===== config.mk =====
export PLATFORM = sky130hd
export DESIGN_NAME = famicom_input_serializer
export DESIGN_NICKNAME = d
export VERILOG_FILES = /design/src/rtl/famicom_input_serializer.sv
export SDC_FILE = /design/constraint.sdc
export NUM_CORES = 1
export LEC_CHECK = 0
export ABC_CLOCK_PERIOD_IN_PS = 3900
export CAP_MARGIN = 15
export CORE_ASPECT_RATIO = 0.75
export CORE_MARGIN = 5
export CORE_UTILIZATION = 55
export CTS_CLUSTER_DIAMETER = 150
export CTS_CLUSTER_SIZE = 25
export DETAILED_ROUTE_END_ITERATION = 8
export GPL_TIMING_DRIVEN = 0
export PLACE_DENSITY = 0.87
export SLEW_MARGIN = 25
export SYNTH_ARGS = -nofsm -noshare
export SYNTH_HDL_FRONTEND = slang
export SYNTH_SLANG_ARGS = --single-unit

===== constraint.sdc =====
create_clock -name clk_app -period 3.9 [get_ports clk_app]
set_clock_uncertainty 0.2 [all_clocks]
set_input_delay 0.78 -clock clk_app [delete_from_list [all_inputs] [get_ports clk_app]]
set_output_delay 0.78 -clock clk_app [all_outputs]
set_load 0.05 [all_outputs]

===== src/rtl/famicom_input_serializer.sv =====
// Famicom controller emulation for the Gigatron: merges live pad buttons with queued
// ASCII keystrokes and shifts the result out serially, active-low, on the latch/pulse protocol.
module famicom_input_serializer #(
  parameter int FIFO_DEPTH  = 8,
  parameter int HOLD_FRAMES = 2,
  parameter int GAP_FRAMES  = 1
) (
  input  logic       clk_app,
  input  logic       reset,
  input  logic       key_valid,
  input  logic [7:0] key_ascii,
  input  logic [7:0] joy_bits,
  input  logic       famicom_latch,
  input  logic       famicom_pulse,
  output logic       famicom_data,
  output logic       fifo_full,
  output logic       key_dropped,
  output logic       busy
);

  localparam int AW      = $clog2(FIFO_DEPTH);
  localparam int CW      = AW + 1;
  localparam int CNT_MAX = (HOLD_FRAMES > GAP_FRAMES) ? HOLD_FRAMES : GAP_FRAMES;
  localparam int NW      = $clog2(CNT_MAX + 1);

  localparam logic [1:0] ST_IDLE = 2'd0;
  localparam logic [1:0] ST_HOLD = 2'd1;
  localparam logic [1:0] ST_GAP  = 2'd2;

  logic [7:0]    mem [FIFO_DEPTH];
  logic [AW-1:0] wr_ptr, rd_ptr;
  logic [CW-1:0] count;
  logic [1:0]    state;
  logic [NW-1:0] cnt;
  logic [7:0]    cur_key;
  logic [7:0]    shift;
  logic          latch_d, pulse_d, dropped;

  logic          frame_evt, pulse_rise, full, empty, pop, key_ok, push, drop;
  logic [7:0]    presented, load_word;

  assign frame_evt  = latch_d & ~famicom_latch;
  assign pulse_rise = famicom_pulse & ~pulse_d;
  assign full       = (count == CW'(FIFO_DEPTH));
  assign empty      = (count == '0);
  // Popping only while latch is low keeps every latch window on a single byte.
  assign pop        = (state == ST_IDLE) && !empty && !famicom_latch;
  assign key_ok     = key_valid && (key_ascii != 8'hFF);
  assign push       = key_ok && (!full || pop);
  assign drop       = key_ok && full && !pop;
  assign presented  = (state == ST_HOLD) ? cur_key : 8'hFF;

  // Bit-reversed so the key leaves MSB first; a pressed button pulls its bit low.
  genvar gi;
  generate
    for (gi = 0; gi < 8; gi++) begin : g_load
      assign load_word[gi] = ~joy_bits[gi] & presented[7-gi];
    end
  endgenerate

  always_ff @(posedge clk_app) begin
    if (push) mem[wr_ptr] <= key_ascii;
  end

  always_ff @(posedge clk_app or posedge reset) begin
    if (reset) begin
      wr_ptr  <= '0;
      rd_ptr  <= '0;
      count   <= '0;
      dropped <= 1'b0;
    end else begin
      dropped <= drop;
      if (push) wr_ptr <= wr_ptr + AW'(1);
      if (pop)  rd_ptr <= rd_ptr + AW'(1);
      case ({push, pop})
        2'b10:   count <= count + CW'(1);
        2'b01:   count <= count - CW'(1);
        default: count <= count;
      endcase
    end
  end

  always_ff @(posedge clk_app or posedge reset) begin
    if (reset) begin
      state   <= ST_IDLE;
      cnt     <= '0;
      cur_key <= 8'hFF;
    end else begin
      case (state)
        ST_IDLE: begin
          if (pop) begin
            cur_key <= mem[rd_ptr];
            cnt     <= NW'(HOLD_FRAMES);
            state   <= ST_HOLD;
          end
        end
        ST_HOLD: begin
          if (frame_evt) begin
            if (cnt == NW'(1)) begin
              if (GAP_FRAMES > 0) begin
                state <= ST_GAP;
                cnt   <= NW'(GAP_FRAMES);
              end else begin
                state <= ST_IDLE;
              end
            end else begin
              cnt <= cnt - NW'(1);
            end
          end
        end
        ST_GAP: begin
          if (frame_evt) begin
            if (cnt == NW'(1)) state <= ST_IDLE;
            else               cnt   <= cnt - NW'(1);
          end
        end
        default: state <= ST_IDLE;
      endcase
    end
  end

  // Latch is level-sensitive and overrides the shift clock.
  always_ff @(posedge clk_app or posedge reset) begin
    if (reset) begin
      shift   <= 8'hFF;
      latch_d <= 1'b0;
      pulse_d <= 1'b0;
    end else begin
      latch_d <= famicom_latch;
      pulse_d <= famicom_pulse;
      if (famicom_latch)   shift <= load_word;
      else if (pulse_rise) shift <= {1'b1, shift[7:1]};
    end
  end

  assign famicom_data = shift[0];
  assign fifo_full    = full;
  assign key_dropped  = dropped;
  assign busy         = (state != ST_IDLE) || !empty;

endmodule

==> impl_metrics.toml <==
# physical design summary
[setup_path]
cp.buffers_inverters = 1
crit_path_max_fanout = 9
cp_slowest_cell = "nor2_1"
path_cells = "clkdlybuf4s50_1 -> and4_1 -> a221oi_4 -> nand2_1 -> nor2_1"
critPathLaunchType = "input port"
worstSetupEndpointType = "flop"
rrSetupSlack_ns = 0.96

[clock_network]
cts.sinks = 97
cts_buffers = 9
path_clk_slew_ns = 0.09
htreeDepth = 3
postCtsHoldBufs = 0
clk_path_buf_depth = 2

[outcome]
outcome = "finished clean"

[power_and_ir_drop]
p_sw_mw = 1.114
p_sw_frac = 0.3377
fin_total_pwr_mw = 3.299
combPwrFrac = 0.343
seqPwrFrac = 0.461

[die]
die_x_um = 111.0
core_area_um2 = 7398
fp_util = 0.5689
die_y_um = 85.76

[timing]
worst_slew_pin_slew_ns = 0.9908
setup_viol = 0
fin_crit_sh = 0.8865
max_clock_freq_ghz = 0.2892

[synthesis]
syn_area_per_cell_um2 = 15.25
yosysTopAreaCellShare = 0.4566
topCellsByArea = "edfxtp_1 (46%), dfrtp_1 (10%), dfstp_2 (10%), mux4_2 (8.6%), mux2i_1 (3.8%)"
synth_nets = 308
yosysUniqueCellTypes = 41

[placed_design]
place_congestion = 0.8126
port_buffers = 24

[finish]
final_cells = 417

[routing]
first_iter_violations = 164
drtPass1Iterations = 4
wl_per_cell_um = 18.60

[grt]
grt_max_degree = 34
grt_pass1_wl_mm = 12.67
==> logic make-up after synthesis <==
group           synth area share
flops                     0.6575
simple gates             0.07105
compound gates           0.05500
mux                       0.1424
buf+inv                  0.02705
fa+ha+maj                0.03448
xor+xnor                 0.01249
==> layer usage <==
| layer | GRT usage | part of all wire | up-vias |
|---|---|---|---|
| met5 | 0 | 0 | - |
| met4 | 0.06077 | 0.014 | 0 |
| met3 | 0.05642 | 0.053 | 15 |
| met2 | 0.2852 | 0.50 | 60 |
| met1 | 0.2239 | 0.43 | 1204 |
| li1 | - | - | 1091 |
==> worst reg2reg max path, delay by kind of cell (launching register included) <==
family	cells	cell delay, ns
buf+inv	1	0.11
simple gates	3	1.16
fa+ha+maj	1	0.22
flops	1	0.41
compound gates	1	0.48
==> synth_stat cells <==
master	instances
edfxtp_1	64
a21oi_1	25
nor2_1	24
inv_1	18
dfrtp_1	17
dfstp_2	16
mux2i_1	16
mux4_2	16
nand2_1	11
ha_1	10
nand2b_1	6
mux2_2	5
o21ai_0	5
xnor2_1	5
a21o_1	3
buf_1	3
buf_2	3
nor3_1	3
and4_1	2
clkbuf_1	2
nor2b_1	2
a211o_1	1
a221oi_4	1
a22o_1	1
a31oi_1	1
and3_1	1
and3b_1	1
buf_4	1
clkbuf_2	1
fa_1	1
mux2i_4	1
nand3_1	1
nand3b_1	1
nand4_1	1
nor4_2	1
nor4b_2	1
o2111ai_1	1
or2_2	1
or2b_1	1
or4b_1	1
xor2_1	1
==> final timing paths <==
check,to,cells past startpoint,startpoint
max reg2reg,mem[7][4]$_DFFE_PP_,6,state[0]$_DFFE_PP0P_
min in group asynchronous,pulse_d$_DFF_PP0_,2,reset
min,shift[7]$_DFFE_PP1P_,2,shift[7]$_DFFE_PP1P_
max in group asynchronous,rd_ptr[0]$_DFFE_PP0P_,2,reset
max,mem[7][4]$_DFFE_PP_,5,key_ascii[3]
min reg2reg,shift[7]$_DFFE_PP1P_,2,shift[7]$_DFFE_PP1P_
==> registers in the layout (all words and copies together) (netlist names) <==
register	cells
count	4
latch_d	1
cur_key	8
rd_ptr	3
state	2
mem	64
key_dropped	1
cnt	2
pulse_d	1
shift	8
wr_ptr	3
==> through the flow <==
stage / setup WS [ns] / setup TNS [ns]
after global routing: 0.2996 / 0
final: 0.4425 / 0
after floorplan: 0.9556 / 0
after detailed placement: 0.05962 / 0
after global placement: -0.2136 / -2.479
after CTS: 0.4324 / 0
==> cell type report <==
class	count	area, um^2	area share
Clock buffer	10	148.9	0.03109
Timing Repair Buffer	24	240.2	0.05017
Clock inverter	6	53.80	0.01124
Sequential cell	97	2768	0.5780
Buffer	10	46.29	0.009668
Tap cell	101	126.4	0.02639
Multi-Input combinational cell	151	1338	0.2793
Inverter	18	67.56	0.01411
==> power groups by stage <==
stage | combinational, mW | sequential (mW) | clock, mW
after floorplan | 0.855 | 1.51 | 0
final | 1.13 | 1.52 | 0.646
after CTS | 1.14 | 1.52 | 0.662
after global placement | 1.08 | 1.52 | 0
after global routing | 1.24 | 1.54 | 0.708
after detailed placement | 1.14 | 1.54 | 0
Figure 1. PDN straps and rails.
Bar = 20 um. Pins as bars on the die edge. Tap cells in gray.
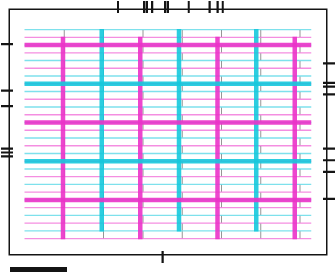
| net | color |
|---|---|
| VSS | magenta |
| VDD | cyan |
met4 straps: 7
met1 rails: 28
met5 straps: 5

Figure 2. Cells colored by class.
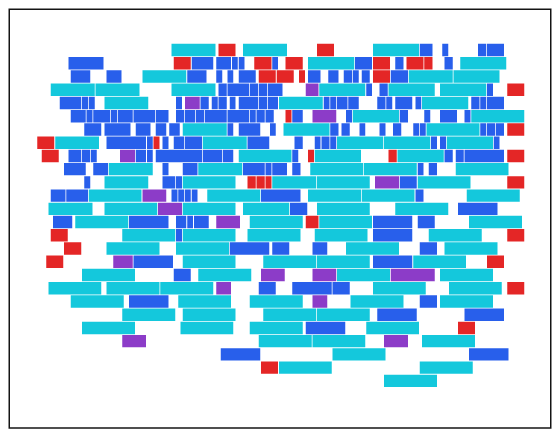
| class | color | cells | share of their area |
|---|---|---|---|
| remaining buffers and delay cells | red | 34 | 6.1% |
| clock drivers and dummy loads | purple | 16 | 4.3% |
| sequential cells | cyan | 97 | 59% |
| combinational and other logic | blue | 169 | 30% |
final core occ: 0.6472
design area: 4788 um^2

Figure 3. Clock wires, drivers and flops.
Bar = 20 um.
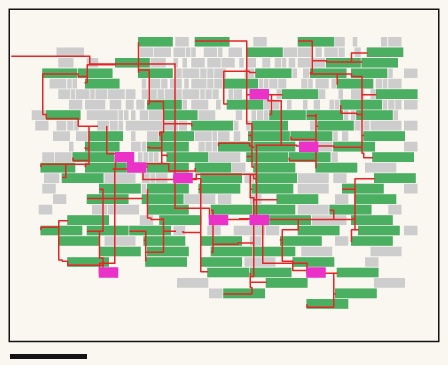
[flip-flops] green | count: 97
[clock wires] red | length: 989 um
[clock drivers] magenta | count: 9
routed clock nets: 10
Skew-Pair Late Insertion Delay: 0.36 ns
Clock Power: 646 uW
Clock power frac: 0.196

Power figures rest on the tool's default switching activity, not on a simulated workload.
